[config.mk]
export PLATFORM = sky130hd
export DESIGN_NAME = osd_coin_sequencer
export DESIGN_NICKNAME = d
export VERILOG_FILES = /design/src/rtl/osd_coin_sequencer.sv
export SDC_FILE = /design/constraint.sdc
export NUM_CORES = 1
export LEC_CHECK = 0
export ABC_AREA = 1
export ABC_CLOCK_PERIOD_IN_PS = 2100
export CORE_UTILIZATION = 28
export CTS_CLUSTER_SIZE = 20
export DETAILED_ROUTE_END_ITERATION = 10
export HOLD_SLACK_MARGIN = 0.06
export PLACE_DENSITY_LB_ADDON = 0.05
export SETUP_SLACK_MARGIN = 0.2
export SLEW_MARGIN = 20
export SYNTH_ARGS = -nofsm -noshare
export SYNTH_HDL_FRONTEND = slang
export SYNTH_SLANG_ARGS = --single-unit
[constraint.sdc]
create_clock -name clk_sys -period 2.1 [get_ports clk_sys]
set_input_delay 0.42 -clock clk_sys [delete_from_list [all_inputs] [get_ports clk_sys]]
set_output_delay 0.42 -clock clk_sys [all_outputs]
set_load 0.1 [all_outputs]
[src/rtl/osd_coin_sequencer.sv]
// OSD/keyboard coin-start-reset sequencer for the Midway 8080 core.
// Define MIDWAY_KBD_EN to let the kbd_* keys raise requests.
module osd_coin_sequencer #(
   parameter int PULSE_CYC = 5_000_000,
   parameter int GAP_CYC   = 2_500_000,
   parameter int CNT_W     = 23
) (
   input  logic        clk_sys,
   input  logic        rst_n,
   input  logic [31:0] status,
   input  logic        kbd_coin,
   input  logic        kbd_start1,
   input  logic        kbd_start2,
   output logic        coin_o,
   output logic        start1_o,
   output logic        start2_o,
   output logic        core_rst_n,
   output logic        busy
);

   localparam logic [1:0] S_RESET = 2'd0;
   localparam logic [1:0] S_IDLE  = 2'd1;
   localparam logic [1:0] S_PULSE = 2'd2;
   localparam logic [1:0] S_GAP   = 2'd3;

   localparam logic [CNT_W-1:0] P_LD = CNT_W'(PULSE_CYC - 1);
   localparam logic [CNT_W-1:0] G_LD = CNT_W'(GAP_CYC - 1);
   localparam logic [CNT_W-1:0] ONE  = CNT_W'(1);

   // Channel bit order everywhere: [0] coin, [1] start1, [2] start2, [3] reset.
   logic [3:0] osd_cur;
   logic [3:0] osd_q;
   logic [3:0] osd_e_q;
   logic [2:0] kbd_q;
   logic [2:0] kbd_e_q;
   logic [3:0] req;

   logic [1:0]       state_q, state_d;
   logic [CNT_W-1:0] cnt_q, cnt_d;
   logic [2:0]       ch_q, ch_d;
   logic [1:0]       coin_pend_q, coin_pend_d;
   logic             s1_pend_q, s1_pend_d;
   logic             s2_pend_q, s2_pend_d;
   logic             rst_pend_q, rst_pend_d;
   logic [2:0]       srv;
   logic             go_rst;
   logic             clr;
   logic [2:0]       coin_sum;

   wire unused_status = ^{status[31:6], status[4], status[0]};

   assign osd_cur = {status[5], status[3], status[2], status[1]};

   always_ff @(posedge clk_sys or negedge rst_n) begin
      if (!rst_n) begin
         osd_q   <= '0;
         osd_e_q <= '0;
      end else begin
         osd_q   <= osd_cur;
         osd_e_q <= osd_cur & ~osd_q;
      end
   end

`ifdef MIDWAY_KBD_EN
   logic [2:0] kbd_cur;
   assign kbd_cur = {kbd_start2, kbd_start1, kbd_coin};

   always_ff @(posedge clk_sys or negedge rst_n) begin
      if (!rst_n) begin
         kbd_q   <= '0;
         kbd_e_q <= '0;
      end else begin
         kbd_q   <= kbd_cur;
         kbd_e_q <= kbd_cur & ~kbd_q;
      end
   end
`else
   wire unused_kbd = ^{kbd_start2, kbd_start1, kbd_coin, kbd_q};
   assign kbd_q   = '0;
   assign kbd_e_q = '0;
`endif

   assign req = osd_e_q | {1'b0, kbd_e_q};

   always_comb begin
      state_d = state_q;
      cnt_d   = cnt_q;
      ch_d    = ch_q;
      srv     = '0;
      go_rst  = 1'b0;
      unique case (state_q)
         S_RESET: begin
            if (cnt_q == '0) state_d = S_IDLE;
            else             cnt_d   = cnt_q - ONE;
         end
         S_IDLE: begin
            if (rst_pend_q)              go_rst = 1'b1;
            else if (coin_pend_q != 2'd0) srv   = 3'b001;
            else if (s1_pend_q)          srv    = 3'b010;
            else if (s2_pend_q)          srv    = 3'b100;
            if (|srv) begin
               state_d = S_PULSE;
               ch_d    = srv;
               cnt_d   = P_LD;
            end
         end
         S_PULSE: begin
            if (rst_pend_q) go_rst = 1'b1;
            else if (cnt_q == '0) begin
               state_d = S_GAP;
               cnt_d   = G_LD;
            end else cnt_d = cnt_q - ONE;
         end
         default: begin
            if (rst_pend_q)         go_rst  = 1'b1;
            else if (cnt_q == '0)   state_d = S_IDLE;
            else                    cnt_d   = cnt_q - ONE;
         end
      endcase
      if (go_rst) begin
         state_d = S_RESET;
         cnt_d   = P_LD;
      end
   end

   // Anything arriving while in or entering RESET is thrown away.
   always_comb begin
      clr      = (state_q == S_RESET) | go_rst;
      coin_sum = {1'b0, coin_pend_q} + {2'b0, req[0]} - {2'b0, srv[0]};
      if (clr) begin
         coin_pend_d = '0;
         s1_pend_d   = 1'b0;
         s2_pend_d   = 1'b0;
         rst_pend_d  = 1'b0;
      end else begin
         coin_pend_d = coin_sum[2] ? 2'd3 : coin_sum[1:0];
         s1_pend_d   = (s1_pend_q & ~srv[1]) | req[1];
         s2_pend_d   = (s2_pend_q & ~srv[2]) | req[2];
         rst_pend_d  = rst_pend_q | req[3];
      end
   end

   always_ff @(posedge clk_sys or negedge rst_n) begin
      if (!rst_n) begin
         state_q     <= S_RESET;
         cnt_q       <= P_LD;
         ch_q        <= '0;
         coin_pend_q <= '0;
         s1_pend_q   <= 1'b0;
         s2_pend_q   <= 1'b0;
         rst_pend_q  <= 1'b0;
      end else begin
         state_q     <= state_d;
         cnt_q       <= cnt_d;
         ch_q        <= ch_d;
         coin_pend_q <= coin_pend_d;
         s1_pend_q   <= s1_pend_d;
         s2_pend_q   <= s2_pend_d;
         rst_pend_q  <= rst_pend_d;
      end
   end

   assign coin_o     = (state_q == S_PULSE) & ch_q[0];
   assign start1_o   = (state_q == S_PULSE) & ch_q[1];
   assign start2_o   = (state_q == S_PULSE) & ch_q[2];
   assign core_rst_n = (state_q != S_RESET);
   assign busy       = (state_q != S_IDLE) | (coin_pend_q != 2'd0)
                     | s1_pend_q | s2_pend_q | rst_pend_q;

endmodule

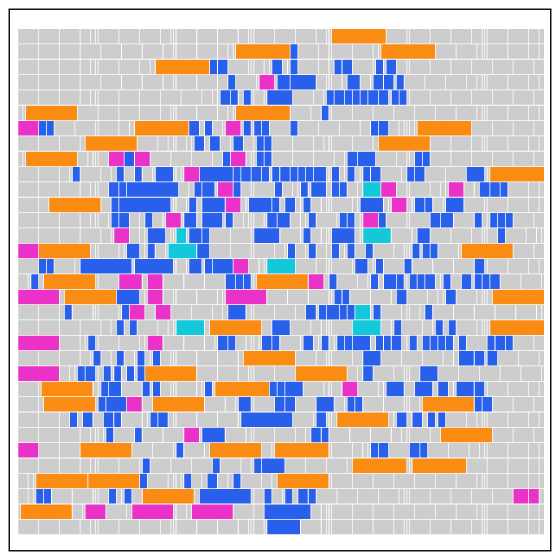
run_1/placement_by_type.png
Fill, decap, tap and diode cells in gray.
[orange] sequential cells | cells: 41
[blue] combinational and other logic | cells: 288
[magenta] remaining buffers and delay cells | cells: 37
[cyan] clock drivers and dummy loads | cells: 8
sequential share of cell area: 0.328
Row Count: 33

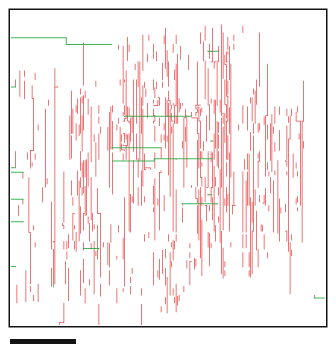
run_1/wires.png
Bar = 20 um. Only two layers are drawn.
[green] metal 3 | wire length: 135 um
[red] metal 2 | wire length: 3040 um

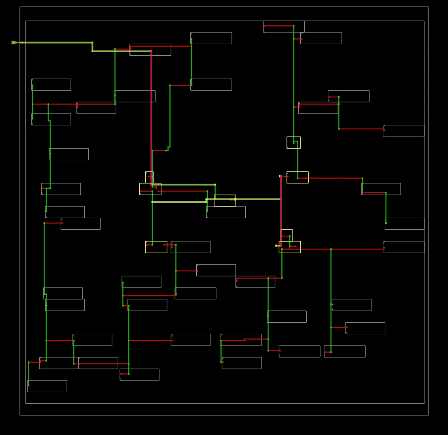
run_1/clocks.png
clock skew: 9.79 ps
CTS Buf Count: 5

==> flow_metrics.py, run 1 <==
# Flow results
metrics = {
    "critical_path": {
        "path_class": "flop to flop",
        "worstPathCellList": "ha_4, nand2_4, nor2_4, ha_4, inv_2, ha_4, fa_2, xnor2_2, o21ai_1, inv_1",
        "slowest_delay_ps": 440,
        "crit_fanout": 3,
        "cp_slowest_cell": "dfrtp_1",
        "startpoint_type": "flop",
        "crit_buf_inv": 2,
        "cp.arrival_ps": 2160,
        "critPathTopFamily": "adder cells",
        "worst_ep_required_time_ps": 2300,
        "end_kind": "flop",
        "crit_top_cell": "ha_4",
    },
    "yosys": {
        "yosys_warnings": 0,
        "syn_avg_cell_area_um2": 7.44,
        "yosys_cells": 331,
        "synth_cell_types": 30,
        "postSynthSeqShare": 0.423,
        "ff_type": "dfrtp_1",
        "async_flop_share": 1.00,
        "synth_flop_count": 41,
        "yosys_area_um2": 2460,
        "edf_count": 0,
        "synth_nets": 376,
        "synthCells": 331,
        "synth_area_um2": 2460,
    },
    "timing": {
        "hold_viol": 0,
        "rsz0062_at_grt": "yes",
        "min_period_ps": 1960,
        "setup_viol": 0,
        "clock.fmax_mhz": 510,
        "max_slew_margin": 0.639,
        "report.final.slew_viol_count": 0,
        "worst_pin_slew_ps": 542,
    },
    "cts": {
        "postCtsHoldBufs": 0,
        "cts_tree": "built",
        "cts_max_level": 2,
        "clk_pin_slew_worst_paths_ps": 100,
        "worstSkewPairLatency_ps": 300,
        "clkSinkCount": 41,
        "cts.path.max_buffers": 2,
    },
    "final_layout": {
        "logic_area_um2": 1380,
        "n_fill_cell": 894,
        "largest_cell_class": "multi-input combinational cells",
        "nFlopsAndLatches": 41,
        "comb.multi_input.count": 244,
        "area_growth_syn_to_layout_pct": 29.0,
        "comb_share": 0.434,
        "final_area_um2": 3180,
        "n_clock_buffer": 5,
        "clk_share": 0.0284,
        "nets": 418,
        "final_core_util": 0.379,
        "inverters": 44,
        "diodes": 0,
        "final-nonclk-buf-share": 0.115,
    },
    "placed_design": {
        "placed_cell_area_um2": 2880,
        "io_buffers": 10,
        "gp_congestion": 0.824,
        "detailed_place_hpwl_um": 4900,
    },
    "floorplan": {
        "die_w_um": 95.8,
        "nWellTaps": 105,
        "die_h_um": 95.8,
        "die-area_um2": 9170,
        "ios": 42,
        "core_area_um2": 8380,
        "initial_core_util": 0.294,
    },
    "outcome": {
        "outcome": "completed",
    },
    "routing": {
        "finalWirelength_um": 6390,
        "ant_nets": 0,
        "viasPerCell": 4.50,
        "vias": 2156,
        "drt_iter0_drc": 84,
        "drt-pass1-iter-count": 4,
        "drc": 0,
        "wl_per_cell_um": 13.3,
    },
    "power_and_ir_drop": {
        "seqPwrFrac": 0.271,
        "powerSeq_w": 0.00141,
        "top_power_group": "combinational logic",
        "peakVddDrop_uv": 725,
        "p_sw_w": 0.00246,
        "powerClk_w": 0.000553,
        "combPwrFrac": 0.623,
        "sw_frac_of_total": 0.472,
        "pg_comb_w": 0.00325,
        "powerDensity_nw_per_um2": 1640,
    },
    "job": {
        "openroad.warnings": 63,
        "maxCapViolCount": 0,
    },
    "grt": {
        "grt_pass1_vias": 2093,
        "grt_usage": 0.153,
        "grt_pass1_wl_um": 10500,
        "overflow": 0,
    },
    "worst_hold_path": {
        "hold_path.class": "input pin to asynchronous set/reset pin",
    },
}
-- run 1: through the flow --
step                hold slack (ps)  setup TNS (ps)  worst slack, ps  power, W  std cells
global placement                383           -71.9            -20.7   0.00423        460
CTS                             208               0             92.3   0.00497        472
detailed placement              390               0             36.8   0.00422        460
finish                          186               0              140   0.00521        479
global route                    231               0             51.5   0.00568        479
floorplan                       124               0              170   0.00324        331
-- run 1: logic make-up (layout without fill, tap and decap cells) --
kind of cell	Yosys count	in the layout	synth area share
compound gates	43	43	0.0965
fa+ha+maj	8	8	0.0437
simple gates	181	181	0.320
flops	41	41	0.423
buf+inv	46	89	0.0737
xor+xnor	12	12	0.0427
-- run 1: sequential cells by signal (all words and copies together) (netlist names), 2 cells and up --
name and cells:
state_q 2, osd_q 4, osd_e_q 4, cnt_q 23, coin_pend_q 2, ch_q 3
-- run 1: cell usage in the layout (no fill, tap or decap), drive strengths merged, types with 2 or more instances in the layout --
| cell | count |
|---|---|
| a21oi | 16 |
| buf | 33 |
| clkbuf | 5 |
| clkdlybuf4s50 | 4 |
| clkinv | 2 |
| dfrtp | 28 |
| dfstp | 13 |
| ha | 7 |
| inv | 44 |
| nand2 | 72 |
| nand3 | 28 |
| nand4 | 4 |
| nor2 | 74 |
| nor3 | 2 |
| o21ai | 23 |
| xnor2 | 4 |
| xor2 | 8 |
-- run 1: timing repair --
item / CTS / global route
setup endpoints to repair: 24 / 31
resized: 10 / 16
buffers inserted: 4 / 7
gates cloned: 0 / 0
endpoints found under the hold margin: 0 / 0
pin swaps: 6 / 11
-- run 1: final timing paths --
kind,startpoint,end,slack (ps),depth (start not counted)
setup / recovery,state_q[0]$_DFFE_PN0P_,coin_pend_q[0]$_DFF_PN0_,140,10
setup reg to reg,state_q[0]$_DFFE_PN0P_,coin_pend_q[0]$_DFF_PN0_,140,10
max in group asynchronous,rst_n,cnt_q[22]$_DFFE_PN1P_,1540,2
min in group clk_sys,osd_q[2]$_DFF_PN0_,osd_e_q[2]$_DFF_PN0_,400,1
hold reg to reg,osd_q[2]$_DFF_PN0_,osd_e_q[2]$_DFF_PN0_,400,1
hold / removal,rst_n,cnt_q[17]$_DFFE_PN0P_,190,2
-- run 1: Yosys cell counts (2+ instances only) --
master / number / area share
o21ai_0: 15 / 0.030
nand3_2: 2 / 0.0081
o21ai_1: 7 / 0.014
nand3_1: 26 / 0.053
a21oi_1: 15 / 0.030
xor2_1: 8 / 0.028
inv_1: 43 / 0.066
dfstp_2: 13 / 0.14
ha_1: 7 / 0.036
nand4_1: 3 / 0.0076
dfrtp_1: 28 / 0.28
nor2_1: 64 / 0.098
nand2_2: 5 / 0.013
nor3_1: 2 / 0.0041
nand2_1: 67 / 0.10
nor2_2: 9 / 0.023
xnor2_1: 4 / 0.014
-- run 1: metal layers --
| metal | share of wire | track usage | vias up |
|---|---|---|---|
| met3 | 0.021 | 0.0261 | 5 |
| li1 | - | - | 1129 |
| met5 | 0 | 0 | - |
| met2 | 0.48 | 0.252 | 20 |
| met4 | 0.0074 | 0.0373 | 0 |
| met1 | 0.49 | 0.209 | 1002 |
--- run 2 (diff from run 1) ---
- CTS_CLUSTER_SIZE: 20 -> 8
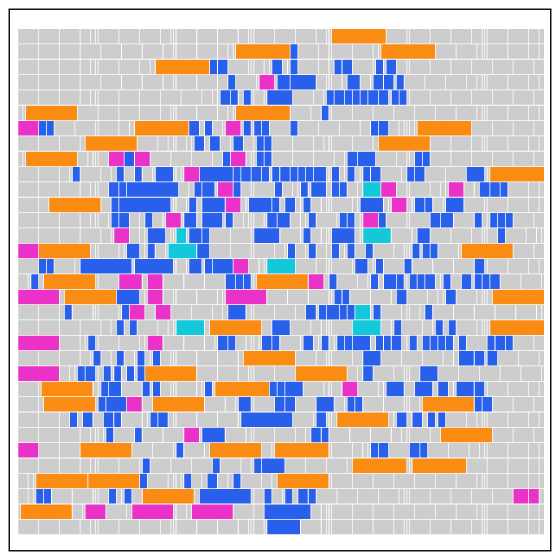
run_2/placement_by_type.png
Fill, decap, tap and diode cells in gray.
[magenta] remaining buffers and delay cells | cells: 37
[cyan] clock drivers and dummy loads | cells: 8
[blue] combinational and other logic | cells: 288
[orange] sequential cells | cells: 41
core box area: 8380 um2
Final Util: 0.379
Final Instance Area: 3180 um2

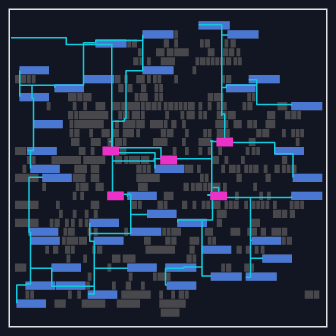
run_2/clk_routes.png
[magenta] clock drivers | count: 5
[cyan] clock wires | length: 665 um
[blue] flip-flops | count: 41
routed clock nets: 6

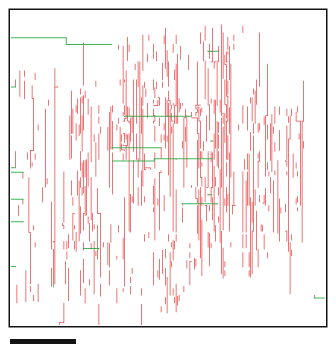
run_2/wires.png
Bar = 20 um. Only two layers are drawn.
[green] metal 3 | wire length: 135 um
[red] metal 2 | wire length: 3040 um

==> flow_metrics.py, run 2 <==
# Flow results
metrics = {
    "outcome": {
        "outcome": "completed",
    },
    "yosys": {
        "ys_sh_xor": 0.0427,
        "yosys_warnings": 0,
        "adder_share": 0.0437,
        "ff_type": "dfrtp_1",
        "postSynthSeqShare": 0.423,
        "simple_gate_share": 0.320,
        "synth_area_um2": 2460,
        "syn_avg_cell_area_um2": 7.44,
        "top_logic_kind": "simple AND/OR/NAND/NOR gates",
        "edf_count": 0,
        "synth_flop_count": 41,
        "synth_cell_types": 30,
        "synth_nets": 376,
        "top_cell_area_share": 0.285,
        "yosys_area_um2": 2460,
        "yosys_cells": 331,
        "async_flop_share": 1.00,
        "topCellsByArea": "dfrtp_1, dfstp_2, nand2_1",
        "top_area_cell": "dfrtp_1",
        "synthCells": 331,
        "synthTopCellsByCount": "nand2_1, nor2_1, inv_1",
        "ys_sh_aoi": 0.0965,
        "most_common_cell": "nand2_1",
        "synth.area.mux_share": 0,
    },
    "critical_path": {
        "cp-startpoint": "state_q[0]$_DFFE_PN0P_",
        "crit_fanout": 3,
        "end_kind": "flop",
        "critPathTopFamily": "adder cells",
        "rr_startpoint": "state_q[0]$_DFFE_PN0P_",
        "crit_buf_inv": 2,
        "crit_top_cell": "ha_4",
        "cp_slowest_cell": "dfrtp_1",
        "worst_ep_required_time_ps": 2300,
        "worstPathCellList": "ha_4, nand2_4, nor2_4, ha_4, inv_2, ha_4, fa_2, xnor2_2, o21ai_1, inv_1",
        "slowest_delay_ps": 440,
        "r2r_setup_slack_ps": 140,
        "startpoint_type": "flop",
        "path_class": "flop to flop",
        "cp.arrival_ps": 2160,
    },
    "final_layout": {
        "nets": 418,
        "fin_cells": 479,
        "lay_top_count": "nand2_1",
        "final_cell_mix": "nand2_1, nor2_1, inv_1, dfrtp_1",
        "reg.largest.list": "cnt_q (23), osd_e_q (4), osd_q (4)",
        "largest_reg_flops": 23,
        "n_fill_cell": 894,
        "top_register": "cnt_q",
        "diodes": 0,
        "area_growth_syn_to_layout_pct": 29.0,
        "drive_gt1_frac": 0.259,
    },
    "grt": {
        "grt_pass1_wl_um": 10500,
        "grt_usage": 0.153,
        "grt_max_degree": 42,
        "overflow": 0,
        "antenna_found_initial": 0,
        "grt_pass1_vias": 2093,
    },
    "timing": {
        "clock.fmax_mhz": 510,
        "worst_pin_slew_ps": 542,
        "skew_ps": 9.79,
        "max_slew_margin": 0.639,
        "report.final.slew_viol_count": 0,
        "hold_viol": 0,
        "min_period_ps": 1960,
        "holdWs_ps": 186,
        "setup_viol": 0,
        "fin_crit_sh": 0.933,
        "rsz0062_at_grt": "yes",
        "fin_setup_tns_ps": 0,
    },
    "cts": {
        "cts-root-buf": "clkbuf_8",
        "cts_max_level": 2,
        "worstSkewPairLatency_ps": 300,
        "cts_tree": "built",
        "postCtsHoldBufs": 0,
        "clkSinkCount": 41,
        "numCtsBuffers": 5,
        "cts.path.max_buffers": 2,
        "clk_pin_slew_worst_paths_ps": 100,
    },
    "placed_design": {
        "placed_cell_area_um2": 2880,
        "io_buffers": 10,
        "gp_congestion": 0.824,
        "detailed_place_hpwl_um": 4900,
        "placedCellCount": 460,
    },
    "floorplan": {
        "initial_core_util": 0.294,
        "die_w_um": 95.8,
        "die-area_um2": 9170,
        "die_h_um": 95.8,
        "placementRows": 33,
        "ios": 42,
    },
    "routing": {
        "viasPerCell": 4.50,
        "wl_per_cell_um": 13.3,
        "drc": 0,
        "finalWirelength_um": 6390,
        "vias": 2156,
        "ant_nets": 0,
        "drt-pass1-iter-count": 4,
        "drt_iter0_drc": 84,
    },
    "job": {
        "maxCapViolCount": 0,
        "openroad.warnings": 63,
    },
    "worst_hold_path": {
        "hold_path.class": "input pin to asynchronous set/reset pin",
    },
    "power_and_ir_drop": {
        "powerDensity_nw_per_um2": 1640,
        "power.leakage_nw": 1.52,
        "peakVddDrop_uv": 725,
    },
}
==> run 2: cell counts after synthesis <==
No cell type changed its count.
==> run 2: through the flow <==
stage | power, W | worst slack, ps
finish | 0.00521 | 140
global route | 0.00568 | 51.5
CTS | 0.00497 | 92.3
detailed placement | 0.00422 | 36.8
global placement | 0.00423 | -20.7
floorplan | 0.00324 | 170
==> run 2: repair_timing <==
action,in CTS,in global routing
endpoints found under the setup margin,24,31
pin swaps,6,11
resized,10,16
setup buffers,4,7
==> run 2: cell type report <==
class | count | area [um2] | area share
flip-flops and latches | 41 | 1040 | 0.328
repair buffers | 37 | 364 | 0.115
inverters | 44 | 169 | 0.0532
clock inverters | 3 | 21.3 | 0.00670
multi-input cells | 244 | 1380 | 0.434
well taps | 105 | 131 | 0.0414
clock buffers | 5 | 68.8 | 0.0217
==> run 2: cell families after synthesis <==
family                   Yosys count
AND-OR/OR-AND                     43
XOR/XNOR                          12
adder cells (fa/ha/maj)            8
buffers and inverters             46
flip-flops                        41
AND/OR/NAND/NOR                  181
==> run 2: path summary, 6_finish.rpt <==
path | end | depth (start not counted)
worst min register to register | osd_e_q[2]$_DFF_PN0_ | 1
min in group clk_sys | osd_e_q[2]$_DFF_PN0_ | 1
worst min-delay path | cnt_q[17]$_DFFE_PN0P_ | 2
worst max-delay path | coin_pend_q[0]$_DFF_PN0_ | 10
max in group asynchronous | cnt_q[22]$_DFFE_PN1P_ | 2
worst max register to register | coin_pend_q[0]$_DFF_PN0_ | 10
==> run 2: per-layer routing <==
layer,global-route usage,part of all wire
met2,0.252,0.48
met1,0.209,0.49
met3,0.0261,0.021
met5,0,0
met4,0.0373,0.0074
==> run 2: power by group <==
part,switching (W),internal [W]
sequential,0.000254,0.00116
combinational,0.00189,0.00136
clock,0.000316,0.000237
total,0.00246,0.00275
run_2/power_grid.png
Bar = 20 um. Pins as bars on the die edge.
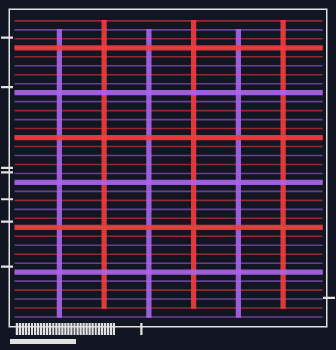

--- run 3 (diff from run 2) ---
- REMOVE_ABC_BUFFERS: unset -> 1
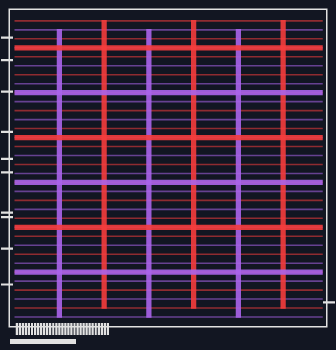
run_3/power_grid.png
Bar = 20 um. Pins as bars on the die edge.
[purple] VSS
[red] VDD
met4 straps: 6
rows: 33
met1 rails: 34
met5 straps: 6
VDD IR max: 751 uV
die width: 95.8 um

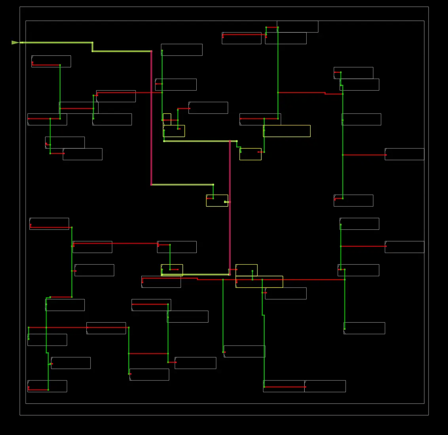
run_3/clocks.png
Sinks on Clock Net: 41
P_clk: 0.000779 W
clock skew: 15.2 ps
clk_lat worst skew: 300 ps

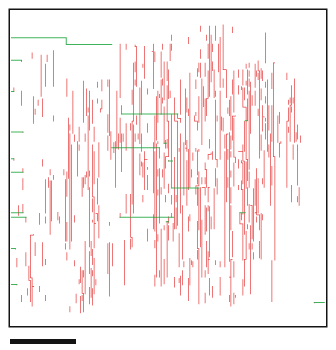
run_3/wires.png
Bar = 20 um. Only two layers are drawn.
[red] metal 2 | wire length: 3110 um
[green] metal 3 | wire length: 118 um

==> flow_metrics.py, run 3 <==
# Flow results
metrics = {
    "yosys": {
        "topCellsByArea": "dfrtp_1, dfstp_2, nand2_1",
        "ff_type": "dfrtp_1",
        "edf_count": 0,
        "yosys_area_um2": 2460,
        "postSynthSeqShare": 0.423,
        "synth_area_um2": 2460,
        "most_common_cell": "nand2_1",
        "yosys_cells": 331,
        "syn_avg_cell_area_um2": 7.44,
        "synthTopCellsByCount": "nand2_1, nor2_1, inv_1",
        "synth_flop_count": 41,
        "yosys_warnings": 0,
        "synthCells": 331,
        "top_cell_area_share": 0.285,
    },
    "job": {
        "maxCapViolCount": 0,
        "openroad.warnings": 61,
    },
    "power_and_ir_drop": {
        "total_power_w": 0.00510,
        "powerDensity_nw_per_um2": 1660,
    },
    "placed_design": {
        "io_buffers": 10,
    },
    "timing": {
        "fin_crit_sh": 0.927,
        "layout_setup_ws_ps": 154,
        "worst_pin_slew_ps": 552,
        "setup_viol": 0,
        "hold_viol": 0,
        "holdWs_ps": 188,
    },
    "floorplan": {
        "placementRows": 33,
        "ios": 42,
        "die-area_um2": 9170,
        "core_area_um2": 8380,
        "initial_core_util": 0.294,
    },
    "critical_path": {
        "cp_slowest_cell": "dfrtp_1",
        "critPathTopFamily": "adder cells",
        "cp.arrival_ps": 2150,
        "startpoint_type": "flop",
        "cp.depth": 10,
        "worstPathCellList": "ha_2, nand2_2, nor2_2, ha_1, inv_2, ha_4, fa_2, xnor2_2, o21ai_1, inv_1",
        "rr_worst_depth": 10,
        "crit_buf_inv": 2,
        "worst_ep_required_time_ps": 2300,
        "rr_startpoint": "state_q[0]$_DFFE_PN0P_",
        "r2r_setup_slack_ps": 150,
        "r2r-end": "coin_pend_q[0]$_DFF_PN0_",
    },
    "cts": {
        "cts-root-buf": "clkbuf_8",
        "cts_setup_buffers": 0,
        "cts_max_level": 2,
    },
    "grt": {
        "grt_usage": 0.159,
        "overflow": 0,
        "antenna_found_initial": 0,
        "grt_max_degree": 42,
        "grt_pass1_vias": 2226,
        "grt_pass1_wl_um": 10800,
    },
    "routing": {
        "drt-pass1-iter-count": 4,
        "finalWirelength_um": 6340,
        "wl_per_cell_um": 13.5,
        "ant_nets": 0,
        "drc": 0,
    },
    "worst_hold_path": {
        "hold_path.class": "input pin to asynchronous set/reset pin",
    },
    "outcome": {
        "outcome": "completed",
    },
    "final_layout": {
        "top_register": "cnt_q",
        "final_core_util": 0.367,
        "reg.largest.list": "cnt_q (23), osd_e_q (4), osd_q (4)",
        "area_growth_syn_to_layout_pct": 24.8,
    },
}
[run 3: worst reg2reg max path: stages, from the launching register on]
cell	delay, ps
dfrtp_1	400
ha_2	200
nand2_2	90
nor2_2	50
ha_1	270
inv_2	40
ha_4	140
fa_2	340
xnor2_2	150
o21ai_1	130
inv_1	60
[run 3: per-layer routing]
| metal | vias to the layer above | part of all wire | track usage |
|---|---|---|---|
| li1 | 1108 | - | - |
| met1 | 1016 | 0.47 | 0.194 |
| met2 | 22 | 0.49 | 0.280 |
| met3 | 9 | 0.018 | 0.0308 |
| met4 | 0 | 0.018 | 0.0535 |
| met5 | - | 0 | 0 |
[run 3: per-stage QoR]
stage / setup TNS (ps) / instances
global route: 0 / 471
finish: 0 / 471
detailed placement: -19.2 / 463
CTS: 0 / 471
global placement: 0 / 463
floorplan: 0 / 329
[run 3: cell type report]
cell class	instances	area [um2]
Timing Repair Buffer	29	288
Multi-Input combinational cell	244	1310
Clock buffer	5	68.8
Fill cell	893	5310
Clock inverter	3	65.1
Inverter	44	166
Tap cell	105	131
Sequential cell	41	1040
[run 3: how the worst max path moves through the flow]
stage                                start                        to  slack [ps]
CTS                 state_q[0]$_DFFE_PN0P_  coin_pend_q[0]$_DFF_PN0_         140
floorplan           state_q[1]$_DFFE_PN0P_  coin_pend_q[0]$_DFF_PN0_          10
global route        state_q[0]$_DFFE_PN0P_  coin_pend_q[0]$_DFF_PN0_          70
detailed placement  state_q[0]$_DFFE_PN0P_  coin_pend_q[0]$_DFF_PN0_         -20
global placement    state_q[0]$_DFFE_PN0P_  coin_pend_q[0]$_DFF_PN0_          10
finish              state_q[0]$_DFFE_PN0P_  coin_pend_q[0]$_DFF_PN0_         150
[run 3: logic make-up (layout without fill, tap and decap cells)]
family,after synthesis,after routing,share of synthesized area
compound gates,43,43,0.0965
simple gates,181,181,0.320
xor+xnor,12,12,0.0427
flops,41,41,0.423
buf+inv,46,81,0.0737
fa+ha+maj,8,8,0.0437
[run 3: power by group]
group	internal (W)	switching [W]
combinational	0.00114	0.00177
clock	0.000473	0.000306
sequential	0.00116	0.000250
total	0.00277	0.00233
[run 3: timing repair]
| item | 4_1_cts | 5_1_grt |
|---|---|---|
| cloned | 0 | 0 |
| hold buffers | 0 | 0 |
| pin swaps | 2 | 1 |
| gates resized | 10 | 11 |
| hold endpoints to repair | 0 | 0 |
| setup endpoints to repair | 19 | 25 |
No activity file was given, so power comes from the tool's default toggle rates.
